### src/rtl/sd_fifo_mem_arb_if.sv
// Bundle between the FIFO head/tail controllers, the shared memory and the arbiter.
// Latency: none, this file only declares wires.
// Backpressure: grants are the only flow control; mem_busy holds every requester.
interface sd_fifo_mem_arb_if #(
  parameter int ports = 4,
  parameter int width = 8,
  parameter int asz   = 8,
  parameter int psz   = $clog2(2*ports)
);
  logic                   mem_busy;
  logic [ports-1:0]       wr_req;
  logic [ports*asz-1:0]   wr_addr;
  logic [ports*width-1:0] wr_data;
  logic [ports-1:0]       wr_gnt;
  logic [ports-1:0]       rd_req;
  logic [ports*asz-1:0]   rd_addr;
  logic [ports-1:0]       rd_gnt;
  logic [asz-1:0]         mem_addr;
  logic                   mem_we;
  logic                   mem_re;
  logic [width-1:0]       mem_wr_data;
  logic [width-1:0]       mem_rd_data;
  logic [ports-1:0]       rd_vld;
  logic [psz-1:0]         rd_port;
  logic [width-1:0]       rd_data;

  // Requesters and memory side.
  modport master (
    output mem_busy, wr_req, wr_addr, wr_data, rd_req, rd_addr, mem_rd_data,
    input  wr_gnt, rd_gnt, mem_addr, mem_we, mem_re, mem_wr_data,
    input  rd_vld, rd_port, rd_data
  );

  // Arbiter side.
  modport slave (
    input  mem_busy, wr_req, wr_addr, wr_data, rd_req, rd_addr, mem_rd_data,
    output wr_gnt, rd_gnt, mem_addr, mem_we, mem_re, mem_wr_data,
    output rd_vld, rd_port, rd_data
  );
endinterface

### src/rtl/sd_fifo_mem_arb.sv
// Round-robin arbiter giving 2*ports FIFO head/tail controllers one single-port memory.
// Latency: grant and memory access in the same cycle; read data and rd_vld one cycle later.
// Backpressure: a requester holds its level request until granted; mem_busy stalls all grants.
module sd_fifo_mem_arb #(
  parameter int ports = 4,
  parameter int width = 8,
  parameter int asz   = 8,
  parameter int psz   = $clog2(2*ports)
) (
  input  logic               clk,
  input  logic               reset,
  sd_fifo_mem_arb_if.slave   bus
);
  localparam int NREQ = 2*ports;

  logic [NREQ-1:0]  w_req;
  logic [NREQ-1:0]  w_gnt;
  logic [ports-1:0] w_wr_gnt;
  logic [ports-1:0] w_rd_gnt;
  logic [psz-1:0]   w_ptr_nxt;
  logic [psz-1:0]   w_rport;
  logic [psz-1:0]   r_ptr;
  logic [ports-1:0] r_rd_vld;
  logic [psz-1:0]   r_rd_port;

  // Interleave head and tail requests: even index = write, odd index = read.
  always_comb begin
    w_req = '0;
    for (int i = 0; i < ports; i++) begin
      w_req[2*i]   = bus.wr_req[i];
      w_req[2*i+1] = bus.rd_req[i];
    end
  end

  // Search upward from the pointer with explicit modulo wrap; first hit wins.
  always_comb begin
    logic [psz:0]   v_sum;
    logic [psz-1:0] v_idx;
    logic           v_found;
    w_gnt     = '0;
    w_ptr_nxt = r_ptr;
    v_sum     = '0;
    v_idx     = '0;
    v_found   = 1'b0;
    for (int j = 0; j < NREQ; j++) begin
      v_sum = {1'b0, r_ptr} + (psz+1)'(j);
      if (v_sum >= (psz+1)'(NREQ)) v_sum = v_sum - (psz+1)'(NREQ);
      v_idx = v_sum[psz-1:0];
      if (!v_found && w_req[v_idx]) begin
        v_found      = 1'b1;
        w_gnt[v_idx] = 1'b1;
        w_ptr_nxt    = (v_idx == psz'(NREQ-1)) ? '0 : v_idx + 1'b1;
      end
    end
    // Busy or reset: no grant and the pointer holds.
    if (bus.mem_busy || reset) begin
      w_gnt     = '0;
      w_ptr_nxt = r_ptr;
    end
  end

  // Split the winner back into head/tail enables and steer the memory bus.
  always_comb begin
    w_wr_gnt        = '0;
    w_rd_gnt        = '0;
    w_rport         = r_rd_port;
    bus.mem_addr    = '0;
    bus.mem_we      = 1'b0;
    bus.mem_re      = 1'b0;
    bus.mem_wr_data = '0;
    for (int i = 0; i < ports; i++) begin
      w_wr_gnt[i] = w_gnt[2*i];
      w_rd_gnt[i] = w_gnt[2*i+1];
      if (w_gnt[2*i]) begin
        bus.mem_we      = 1'b1;
        bus.mem_addr    = bus.wr_addr[i*asz +: asz];
        bus.mem_wr_data = bus.wr_data[i*width +: width];
      end
      if (w_gnt[2*i+1]) begin
        bus.mem_re   = 1'b1;
        bus.mem_addr = bus.rd_addr[i*asz +: asz];
        w_rport      = psz'(i);
      end
    end
  end

  assign bus.wr_gnt  = w_wr_gnt;
  assign bus.rd_gnt  = w_rd_gnt;
  assign bus.rd_vld  = r_rd_vld;
  assign bus.rd_port = r_rd_port;
  assign bus.rd_data = bus.mem_rd_data;

  // Pointer advance and read-return strobe, aligned with the memory's 1-cycle read.
  always_ff @(posedge clk or posedge reset) begin
    if (reset) begin
      r_ptr     <= '0;
      r_rd_vld  <= '0;
      r_rd_port <= '0;
    end else begin
      r_ptr     <= w_ptr_nxt;
      r_rd_vld  <= w_rd_gnt;
      r_rd_port <= w_rport;
    end
  end
endmodule
### src/flat_wrapper.sv
// flat-port wrapper written by rule: the top's interface ports become plain ports
module sd_fifo_mem_arb_flat 
#(
  parameter int ports = 4,
  parameter int width = 8,
  parameter int asz   = 8,
  parameter int psz   = $clog2(2*ports)
)
  (clk, reset, bus_mem_busy, bus_wr_req, bus_wr_addr, bus_wr_data, bus_rd_req, bus_rd_addr, bus_mem_rd_data, bus_wr_gnt, bus_rd_gnt, bus_mem_addr, bus_mem_we, bus_mem_re, bus_mem_wr_data, bus_rd_vld, bus_rd_port, bus_rd_data);
  sd_fifo_mem_arb_if #(.ports(ports), .width(width), .asz(asz), .psz(psz)) bus_i ();
  input  logic clk;
  input  logic reset;
  input wire logic [$bits(bus_i.mem_busy)-1:0] bus_mem_busy;
  input wire logic [$bits(bus_i.wr_req)-1:0] bus_wr_req;
  input wire logic [$bits(bus_i.wr_addr)-1:0] bus_wr_addr;
  input wire logic [$bits(bus_i.wr_data)-1:0] bus_wr_data;
  input wire logic [$bits(bus_i.rd_req)-1:0] bus_rd_req;
  input wire logic [$bits(bus_i.rd_addr)-1:0] bus_rd_addr;
  input wire logic [$bits(bus_i.mem_rd_data)-1:0] bus_mem_rd_data;
  output wire logic [$bits(bus_i.wr_gnt)-1:0] bus_wr_gnt;
  output wire logic [$bits(bus_i.rd_gnt)-1:0] bus_rd_gnt;
  output wire logic [$bits(bus_i.mem_addr)-1:0] bus_mem_addr;
  output wire logic [$bits(bus_i.mem_we)-1:0] bus_mem_we;
  output wire logic [$bits(bus_i.mem_re)-1:0] bus_mem_re;
  output wire logic [$bits(bus_i.mem_wr_data)-1:0] bus_mem_wr_data;
  output wire logic [$bits(bus_i.rd_vld)-1:0] bus_rd_vld;
  output wire logic [$bits(bus_i.rd_port)-1:0] bus_rd_port;
  output wire logic [$bits(bus_i.rd_data)-1:0] bus_rd_data;
  assign bus_i.mem_busy = bus_mem_busy;
  assign bus_i.wr_req = bus_wr_req;
  assign bus_i.wr_addr = bus_wr_addr;
  assign bus_i.wr_data = bus_wr_data;
  assign bus_i.rd_req = bus_rd_req;
  assign bus_i.rd_addr = bus_rd_addr;
  assign bus_i.mem_rd_data = bus_mem_rd_data;
  assign bus_wr_gnt = bus_i.wr_gnt;
  assign bus_rd_gnt = bus_i.rd_gnt;
  assign bus_mem_addr = bus_i.mem_addr;
  assign bus_mem_we = bus_i.mem_we;
  assign bus_mem_re = bus_i.mem_re;
  assign bus_mem_wr_data = bus_i.mem_wr_data;
  assign bus_rd_vld = bus_i.rd_vld;
  assign bus_rd_port = bus_i.rd_port;
  assign bus_rd_data = bus_i.rd_data;
  sd_fifo_mem_arb #(.ports(ports), .width(width), .asz(asz), .psz(psz)) u_core (.clk(clk), .reset(reset), .bus(bus_i));
endmodule
### config.mk
export PLATFORM = sky130hd
export DESIGN_NAME = sd_fifo_mem_arb_flat
export DESIGN_NICKNAME = d
export VERILOG_FILES = /design/src/rtl/sd_fifo_mem_arb_if.sv /design/src/rtl/sd_fifo_mem_arb.sv /design/src/flat_wrapper.sv
export SDC_FILE = /design/constraint.sdc
export NUM_CORES = 1
export LEC_CHECK = 0
export CAP_MARGIN = 20
export CORE_MARGIN = 4
export CORE_UTILIZATION = 42
export DETAILED_ROUTE_END_ITERATION = 7
export PLACE_DENSITY_LB_ADDON = 0.15
export SETUP_SLACK_MARGIN = 0.15
export SKIP_LAST_GASP = 1
export SLEW_MARGIN = 0
export SYNTH_ARGS = -nofsm -noshare
export SYNTH_HDL_FRONTEND = slang
export SYNTH_SLANG_ARGS = --single-unit
### constraint.sdc
create_clock -name clk -period 6.9 [get_ports clk]
set_input_delay 1.725 -clock clk [delete_from_list [all_inputs] [get_ports clk]]
set_output_delay 1.725 -clock clk [all_outputs]
set_load 0.02 [all_outputs]
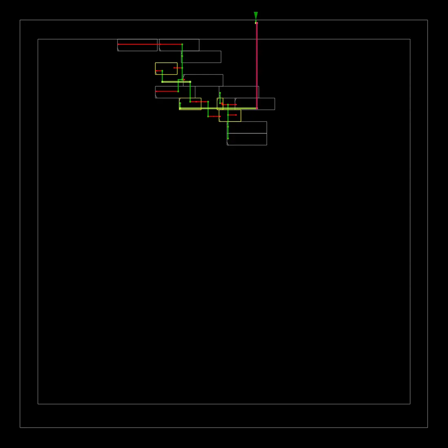
*The clock network, run 1*
later-pin clock latency in the skew report: 0.22 ns
tally of clock buffers in the finished layout: 4
Sink Count: 9
worst setup skew after layout: 0.002632 ns
power consumed by the clock network: 57.0 uW

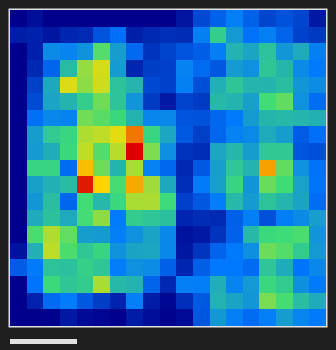
*Signal metal coverage by tile, run 1*
Bar = 20 um. 19 x 19 tiles, from dark blue (low) to red (high), scaled to the fullest tile. Values are wire area over tile area, all layers added.
tiles over half the peak: 14%
nearly empty tiles: 8.3%
mean over tiles: 0.28
fullest tile: 0.93

==> flow_summary.html, run 1 <==
<h3>Run summary</h3>
<table>
<tr><th>Metric</th><th>Value</th></tr>
<tr><th colspan="2">Global routing</th></tr>
<tr><td>Global route hottest layer</td><td>met2</td></tr>
<tr><td>Number of global-route vias before repair</td><td>4330</td></tr>
<tr><td>Global-route usage over all layers</td><td>31.20%</td></tr>
<tr><th colspan="2">Final layout</th></tr>
<tr><td>Comb area share</td><td>51.11%</td></tr>
<tr><td>Number of signal-net inverters in the final layout</td><td>31</td></tr>
<tr><td>Non-filler instance count after layout</td><td>696</td></tr>
<tr><td>Layout area overhead</td><td>60.26%</td></tr>
<tr><td>Top logic cell by instance count in the layout</td><td>clkdlybuf4s50_1</td></tr>
<tr><td>Most frequently placed logic cells in the final layout</td><td>clkdlybuf4s50_1, buf_4, nand2_1</td></tr>
<tr><td>Largest cell class by area</td><td>multi-input combinational cells</td></tr>
<tr><th colspan="2">Worst setup path</th></tr>
<tr><td>Path depth of the worst reg2reg path</td><td>13</td></tr>
<tr><td>Startpoint of the lowest-slack register-to-register path</td><td>u_core.r_ptr[1]$_DFFE_PP0P_</td></tr>
<tr><th colspan="2">Route</th></tr>
<tr><td>Via total after detailed routing</td><td>4260</td></tr>
<tr><td>Routed wire length on met2</td><td>6891 um</td></tr>
<tr><td>Average routed wire per standard cell</td><td>20.72 um</td></tr>
<tr><td>Routed metal-1 wirelength</td><td>5297 um</td></tr>
<tr><td>Count of TritonRoute iterations in the first routing pass</td><td>5</td></tr>
<tr><th colspan="2">Synth</th></tr>
<tr><td>Top cell type by total area after synthesis</td><td>mux4_2</td></tr>
<tr><td>Chip Area, Yosys</td><td>3120 um2</td></tr>
<tr><td>Seq/Total Area, Yosys</td><td>7.217%</td></tr>
<tr><td>Ys cells</td><td>415</td></tr>
<tr><td>Most instantiated library cell after synthesis</td><td>nand2_1</td></tr>
<tr><td>Synth unique cells</td><td>68</td></tr>
<tr><td>EDFF count, synth</td><td>0</td></tr>
<tr><th colspan="2">Hold path</th></tr>
<tr><td>Number of cells on the worst hold path</td><td>2</td></tr>
<tr><td>Endpoint, Worst Hold</td><td>u_core.bus.rd_port[1]$_DFFE_PP0P_</td></tr>
<tr><th colspan="2">Outcome</th></tr>
<tr><td>Run status</td><td>completed</td></tr>
<tr><th colspan="2">Final timing</th></tr>
<tr><td>Final TNS setup</td><td>0 ns</td></tr>
<tr><td>Final count of hold timing violations</td><td>0</td></tr>
<tr><td>Unrepaired setup endpoints after global routing</td><td>false</td></tr>
<tr><th colspan="2">Placement</th></tr>
<tr><td>Port Buf Inserts</td><td>138</td></tr>
<tr><th colspan="2">Job</th></tr>
<tr><td>Tool warning count</td><td>35</td></tr>
<tr><th colspan="2">Clocking</th></tr>
<tr><td>Number of buffers created by CTS</td><td>3</td></tr>
<tr><th colspan="2">Die</th></tr>
<tr><td>Core area</td><td>7253 um2</td></tr>
<tr><td>Width of the die</td><td>94.20 um</td></tr>
<tr><td>Number of top-level design ports</td><td>156</td></tr>
<tr><th colspan="2">Power and ir drop</th></tr>
<tr><td>Internal power summed over all cells</td><td>1168 uW</td></tr>
<tr><td>Final Total Pwr</td><td>2496 uW</td></tr>
</table>
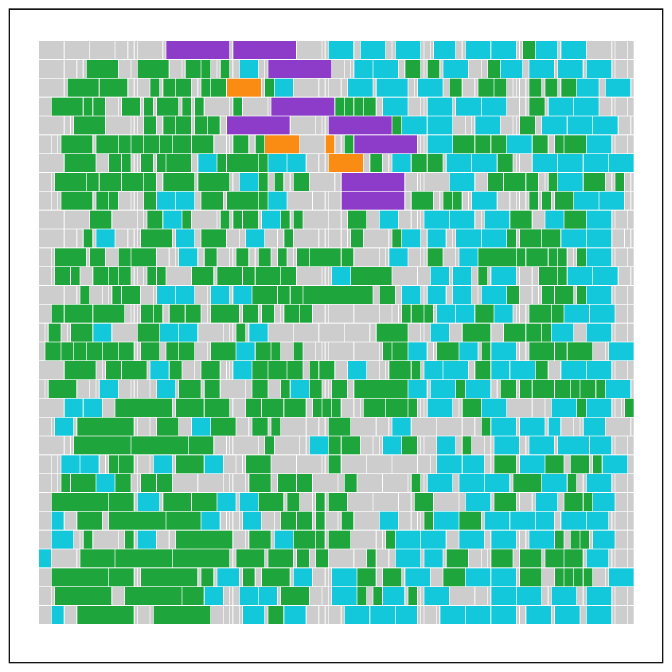
*Placed cells, one color a class, run 1*
Fill, decap, tap and diode cells in gray.
legend:
  remaining logic cells:
    color: green
    cells: 367
    share_of_their_area: 55%
  clock drivers and dummy loads:
    color: orange
    cells: 4
    share_of_their_area: 0.92%
  registers:
    color: purple
    cells: 9
    share_of_their_area: 4.6%
  remaining buffers and delay cells:
    color: cyan
    cells: 217
    share_of_their_area: 40%

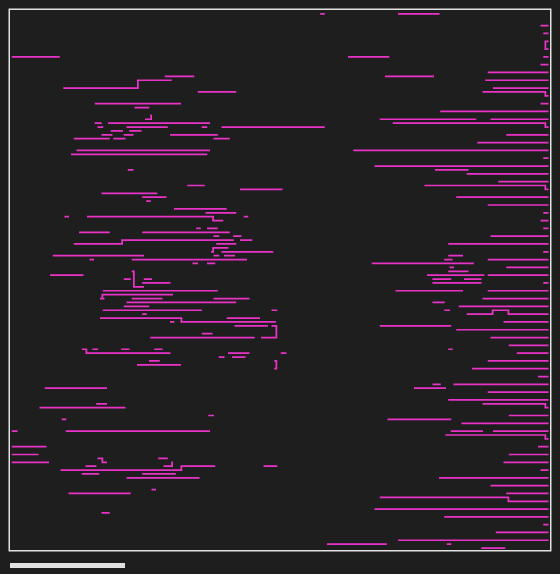
*Signal wires on met3, run 1*
Bar = 20 um.
share of all routed wire: 11%
nets with wire on the layer: 153
main direction: horizontal
longest straight run: 33.8 um

==> run 1: state kept, by name, summed over array words and instances (netlist names) <==
| signal | count |
|---|---|
| u_core.bus.rd_port | 2 |
| u_core.bus.rd_vld | 4 |
| u_core.r_ptr | 3 |
==> run 1: power groups by stage <==
stage	registers [uW]	logic (uW)	clock network, uW
global placement	85.5	2330	0
detailed placement	86.2	2360	0
floorplan	108	1400	0
finish	85.6	2350	57.0
global route	86.7	2510	62.8
CTS	85.4	2320	59.4
==> run 1: critical path, cell delays in order <==
cell,delay [ns]
dlygate4sd2_1,0.35
mux4_2,0.50
mux2_2,0.29
and4_2,0.30
a32o_1,0.22
a221o_1,0.40
o21ai_4,0.27
buf_4,0.17
o211ai_1,0.09
a21oi_1,0.17
o21ai_1,0.09
dlygate4sd2_1,0.34
## Run 2: what changed since run 1
ABC_CLOCK_PERIOD_IN_PS = 6900   (was default)
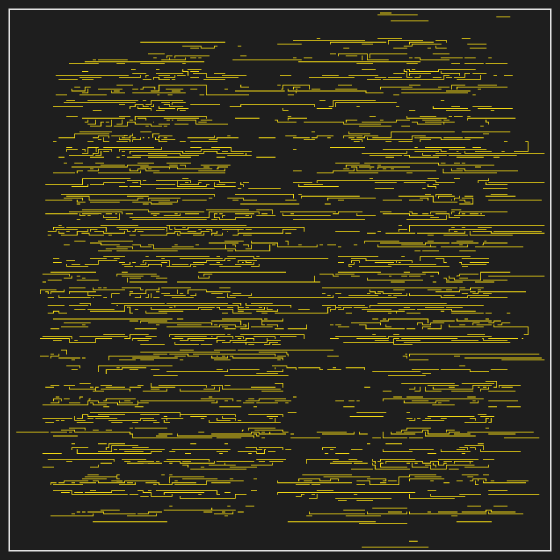
*Met1 routing, run 2*
share of all routed wire: 37%
wire length on this layer: 5300 um
nets with wire on the layer: 658
longest straight run: 26.7 um
main direction: horizontal
via total after detailed routing: 4260
Global Route met1 Usage: 36.32%
Post-Route WL: 14420 um

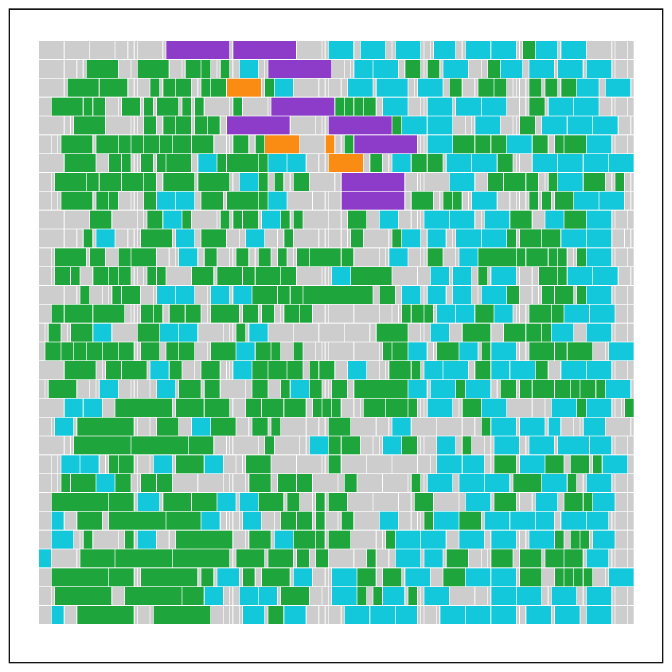
*Placed cells, one color a class, run 2*
Fill, decap, tap and diode cells in gray.
legend:
  remaining logic cells:
    color: green
    cells: 367
    share_of_their_area: 55%
  clock drivers and dummy loads:
    color: orange
    cells: 4
    share_of_their_area: 0.92%
  registers:
    color: purple
    cells: 9
    share_of_their_area: 4.6%
  remaining buffers and delay cells:
    color: cyan
    cells: 217
    share_of_their_area: 40%

==> run 2 against run 1 <==
Against the previous run: first-iteration DRC count unchanged; synthesized cell count stayed put; worst hold slack did not move; via count did not move; global-route usage unchanged; sequential power about the same; cell count is the same; area after synthesis unchanged; core utilization unchanged; die area is the same; register-to-register slack about the same; clock-buffer cell count unchanged.
==> flow_summary.html, run 2 <==
<h3>Run summary</h3>
<table>
<tr><th>Metric</th><th>Value</th></tr>
<tr><th colspan="2">Final layout</th></tr>
<tr><td>Flip-flop count of the largest register, all copies and words added</td><td>4 (unchanged)</td></tr>
<tr><td>Top logic cell by instance count in the layout</td><td>clkdlybuf4s50_1</td></tr>
<tr><td>Most frequently placed logic cells in the final layout</td><td>clkdlybuf4s50_1, buf_4, nand2_1</td></tr>
<tr><td>Layout area overhead</td><td>60.26% (unchanged)</td></tr>
<tr><td>Non-filler instance count after layout</td><td>696 (unchanged)</td></tr>
<tr><th colspan="2">Route</th></tr>
<tr><td>Routed wire length on met2</td><td>6891 um (unchanged)</td></tr>
<tr><td>Count of TritonRoute iterations in the first routing pass</td><td>5 (unchanged)</td></tr>
<tr><td>Average routed wire per standard cell</td><td>20.72 um (unchanged)</td></tr>
<tr><td>Routed metal-1 wirelength</td><td>5297 um (unchanged)</td></tr>
<tr><td>Remaining routing DRC violations</td><td>0</td></tr>
<tr><th colspan="2">Worst setup path</th></tr>
<tr><td>Cell Chain, Critical Path</td><td>dlygate4sd2_1 -&gt; mux4_2 -&gt; mux2_2 -&gt; and4_2 -&gt; a32o_1 -&gt; a221o_1 -&gt; o21ai_4 -&gt; buf_4 -&gt; o211ai_1 -&gt; a21oi_1 -&gt; o21ai_1 -&gt; dlygate4sd2_1</td></tr>
<tr><td>Top cell by count, worst path</td><td>dlygate4sd2_1</td></tr>
<tr><td>Instance count on the critical path</td><td>12 (unchanged)</td></tr>
<tr><td>Kind of cell adding the most delay to the critical path</td><td>AND-OR/OR-AND gates</td></tr>
<tr><td>CP Buf/Inv Count</td><td>3 (unchanged)</td></tr>
<tr><td>Path depth of the worst reg2reg path</td><td>13 (unchanged)</td></tr>
<tr><td>Slowest cell on the critical path</td><td>mux4_2</td></tr>
<tr><td>Delay of the slowest cell on the worst path</td><td>0.50 ns (about the same)</td></tr>
<tr><td>Startpoint of the lowest-slack register-to-register path</td><td>u_core.r_ptr[1]$_DFFE_PP0P_</td></tr>
<tr><th colspan="2">Synth</th></tr>
<tr><td>Proportion of synthesized flip-flops having asynchronous set or reset</td><td>100.0%</td></tr>
<tr><td>Seq/Total Area, Yosys</td><td>7.217% (unchanged)</td></tr>
<tr><td>Most instantiated library cell after synthesis</td><td>nand2_1</td></tr>
<tr><td>Most used flip-flop cell</td><td>dfrtp_1</td></tr>
<tr><td>Top cell type by total area after synthesis</td><td>mux4_2</td></tr>
<tr><td>EDFF count, synth</td><td>0 (unchanged)</td></tr>
<tr><td>Ys cells</td><td>415 (unchanged)</td></tr>
<tr><td>Synth unique cells</td><td>68 (unchanged)</td></tr>
<tr><td>Chip Area, Yosys</td><td>3120 um2 (unchanged)</td></tr>
<tr><td>Post-synthesis register bit count</td><td>9</td></tr>
<tr><th colspan="2">Global routing</th></tr>
<tr><td>Global-route usage over all layers</td><td>31.20% (unchanged)</td></tr>
<tr><td>Number of global-route vias before repair</td><td>4330 (unchanged)</td></tr>
<tr><td>Global route hottest layer</td><td>met2</td></tr>
<tr><th colspan="2">Die</th></tr>
<tr><td>Width of the die</td><td>94.20 um (unchanged)</td></tr>
<tr><td>Number of top-level design ports</td><td>156 (unchanged)</td></tr>
<tr><td>Core area</td><td>7253 um2 (unchanged)</td></tr>
<tr><th colspan="2">Placement</th></tr>
<tr><td>Port Buf Inserts</td><td>138 (unchanged)</td></tr>
<tr><td>Cell total after placement</td><td>690</td></tr>
<tr><th colspan="2">Outcome</th></tr>
<tr><td>Run status</td><td>completed</td></tr>
<tr><th colspan="2">Final timing</th></tr>
<tr><td>Final count of hold timing violations</td><td>0 (unchanged)</td></tr>
<tr><td>Unrepaired setup endpoints after global routing</td><td>false</td></tr>
<tr><td>Worst setup skew after layout</td><td>0.002632 ns (unchanged)</td></tr>
<tr><td>Final TNS setup</td><td>0 ns (unchanged)</td></tr>
<tr><td>Slew Limit Headroom</td><td>48.81%</td></tr>
<tr><th colspan="2">Job</th></tr>
<tr><td>Tool warning count</td><td>35 (unchanged)</td></tr>
<tr><th colspan="2">Hold path</th></tr>
<tr><td>Number of cells on the worst hold path</td><td>2 (unchanged)</td></tr>
<tr><td>Endpoint, Worst Hold</td><td>u_core.bus.rd_port[1]$_DFFE_PP0P_</td></tr>
<tr><th colspan="2">Power and ir drop</th></tr>
<tr><td>Final Total Pwr</td><td>2496 uW (unchanged)</td></tr>
<tr><th colspan="2">Clocking</th></tr>
<tr><td>Number of buffers created by CTS</td><td>3 (unchanged)</td></tr>
<tr><td>Sink Count</td><td>9 (unchanged)</td></tr>
<tr><td>Later-pin clock latency in the skew report</td><td>0.22 ns (about the same)</td></tr>
</table>
run 2: cell counts in the layout (fill, tap and decap cells not counted):
No cell type changed its count.
run 2: area by class of cell:
cell class	instances	share of cell area, %
inverter	31	2.327
timing repair buffer	217	38.68
multi-input combinational	336	51.11
tap	99	2.477
sequential	9	4.503
clock buffer	4	0.9007
run 2: cells by family after synthesis:
family          Yosys count
mux                      38
flops                     9
buf+inv                  70
other cells               1
simple gates            157
compound gates          123
fa+ha+maj                17
run 2: where the power goes:
part	internal [uW]	total [uW]	switching, uW
Sequential	73.3	85.6	12.3
Clock	39.9	57.0	17.1
Combinational	1050	2350	1300
Total	1170	2500	1330
### The clock network, run 2

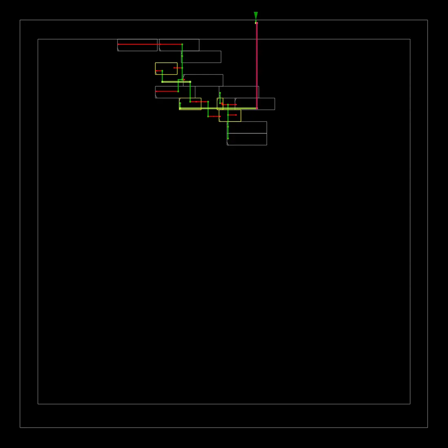

## Run 3: what changed since run 2
ABC_AREA = 1   (was default)
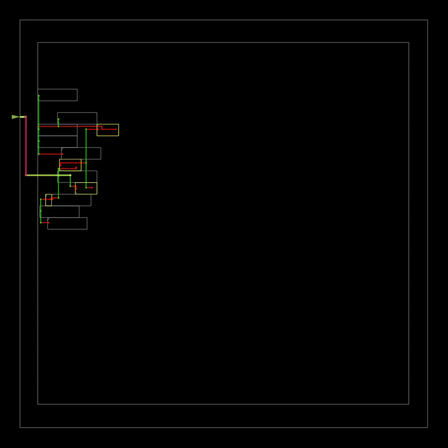
*The clock network, run 3*
later-pin clock latency in the skew report: 0.23 ns
power consumed by the clock network: 58.6 uW
worst setup skew after layout: 0.004647 ns
number of buffers created by CTS: 3
layout sequential cell count: 9

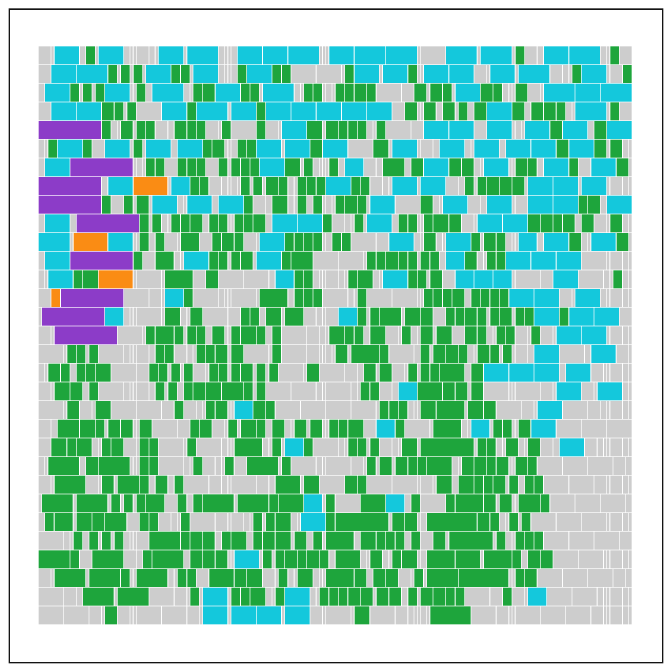
*Placed cells, one color a class, run 3*
Fill, decap, tap and diode cells in gray.
legend:
  remaining buffers and delay cells:
    color: cyan
    cells: 157
    share_of_their_area: 34%
  clock drivers and dummy loads:
    color: orange
    cells: 4
    share_of_their_area: 0.98%
  registers:
    color: purple
    cells: 9
    share_of_their_area: 4.9%
  remaining logic cells:
    color: green
    cells: 545
    share_of_their_area: 60%
share of cell area taken by flip-flops and latches: 4.766%
std cell rows: 31
fin util: 64.81%

==> run 3 against run 2 <==
Against the previous run: first-iteration DRC count rose by 40%; die area rose by 1.7%; setup slack got worse by 0.023 ns; critical path type unchanged.
==> flow_summary.html, run 3 <==
<h3>Run summary</h3>
<table>
<tr><th>Metric</th><th>Value</th></tr>
<tr><th colspan="2">Synth</th></tr>
<tr><td>Seq/Total Area, Yosys</td><td>7.084% (-0.13 points)</td></tr>
<tr><td>Most instantiated library cell after synthesis</td><td>nand2_1</td></tr>
<tr><td>Ys cells</td><td>582 (+40%)</td></tr>
<tr><td>Post-synthesis register bit count</td><td>9 (unchanged)</td></tr>
<tr><td>Synth unique cells</td><td>39 (-43%)</td></tr>
<tr><td>Top cell type by total area after synthesis</td><td>nand2_1</td></tr>
<tr><td>EDFF count, synth</td><td>0 (unchanged)</td></tr>
<tr><th colspan="2">Global routing</th></tr>
<tr><td>Number of global-route vias before repair</td><td>3955 (-8.7%)</td></tr>
<tr><td>Global-route usage over all layers</td><td>28.87% (-2.3 points)</td></tr>
<tr><th colspan="2">Power and ir drop</th></tr>
<tr><td>Fraction of power spent switching nets</td><td>62.66% (+9.5 points)</td></tr>
<tr><td>Main power group</td><td>combinational cells</td></tr>
<tr><td>Comb group</td><td>2050 uW (-13%)</td></tr>
<tr><td>NetSw</td><td>1385 uW (+4.3%)</td></tr>
<tr><td>Fraction of power consumed by combinational cells</td><td>92.8% (-1.5 points)</td></tr>
<tr><td>Clock share of power</td><td>2.7% (+0.4 points)</td></tr>
<tr><td>Sequential logic power</td><td>99.6 uW (+16%)</td></tr>
<tr><th colspan="2">Route</th></tr>
<tr><td>Remaining routing DRC violations</td><td>0 (unchanged)</td></tr>
<tr><td>Count of TritonRoute iterations in the first routing pass</td><td>5 (unchanged)</td></tr>
<tr><td>Via total after detailed routing</td><td>4309 (+1.2%)</td></tr>
<tr><td>Average routed wire per standard cell</td><td>16.67 um (-20%)</td></tr>
<tr><td>Post-Route WL</td><td>13570 um (-5.9%)</td></tr>
<tr><th colspan="2">Worst setup path</th></tr>
<tr><td>Top cell by count, worst path</td><td>nand2_1</td></tr>
<tr><td>Delay of the slowest cell on the worst path</td><td>0.59 ns (+0.09 ns)</td></tr>
<tr><td>Path depth of the worst reg2reg path</td><td>22 (+9)</td></tr>
<tr><td>Startpoint of the lowest-slack register-to-register path</td><td>u_core.r_ptr[1]$_DFFE_PP0P_</td></tr>
<tr><td>Slowest cell on the critical path</td><td>clkdlybuf4s50_1</td></tr>
<tr><td>CP Buf/Inv Count</td><td>4 (+1)</td></tr>
<tr><td>Kind of cell adding the most delay to the critical path</td><td>simple AND/OR/NAND/NOR gates</td></tr>
<tr><th colspan="2">Final layout</th></tr>
<tr><td>Non-filler instance count after layout</td><td>814 (+17%)</td></tr>
<tr><td>Layout area overhead</td><td>48.64%</td></tr>
<tr><td>Most frequently placed logic cells in the final layout</td><td>nand2_1, clkdlybuf4s50_1, nand3_1</td></tr>
<tr><th colspan="2">Final timing</th></tr>
<tr><td>Final count of hold timing violations</td><td>0 (unchanged)</td></tr>
<tr><td>Unrepaired setup endpoints after global routing</td><td>true</td></tr>
<tr><th colspan="2">Job</th></tr>
<tr><td>Tool warning count</td><td>36 (+2.9%)</td></tr>
<tr><th colspan="2">Die</th></tr>
<tr><td>Width of the die</td><td>95.01 um (+0.86%)</td></tr>
<tr><td>Core area</td><td>7292 um2 (+0.53%)</td></tr>
<tr><th colspan="2">Placement</th></tr>
<tr><td>Port Buf Inserts</td><td>138 (unchanged)</td></tr>
<tr><th colspan="2">Hold path</th></tr>
<tr><td>Endpoint, Worst Hold</td><td>u_core.bus.rd_port[1]$_DFFE_PP0P_</td></tr>
<tr><td>Number of cells on the worst hold path</td><td>2 (unchanged)</td></tr>
<tr><th colspan="2">Outcome</th></tr>
<tr><td>Run status</td><td>completed</td></tr>
<tr><th colspan="2">Clocking</th></tr>
<tr><td>Sink Count</td><td>9 (unchanged)</td></tr>
</table>
==> run 3: metal layers <==
layer	global-route usage, %	vias up	share of wire (%)	routed length (um)
met5	0	-	0	0
met4	3.846	0	1.1	146
met3	8.127	16	11	1502
met2	44.63	215	44	6019
met1	40.78	1965	43	5901
li1	-	2113	-	-
==> run 3: cell type report <==
cell class / count / area [um2] / area share [%]
Multi-Input combinational cell: 457 / 2426 / 51.34
Tap cell: 99 / 123.9 / 2.621
Clock buffer: 4 / 45.04 / 0.9531
Inverter: 88 / 341.6 / 7.228
Sequential cell: 9 / 225.2 / 4.766
Timing Repair Buffer: 157 / 1564 / 33.10
Power figures rest on the tool's default switching activity, not on a simulated workload.
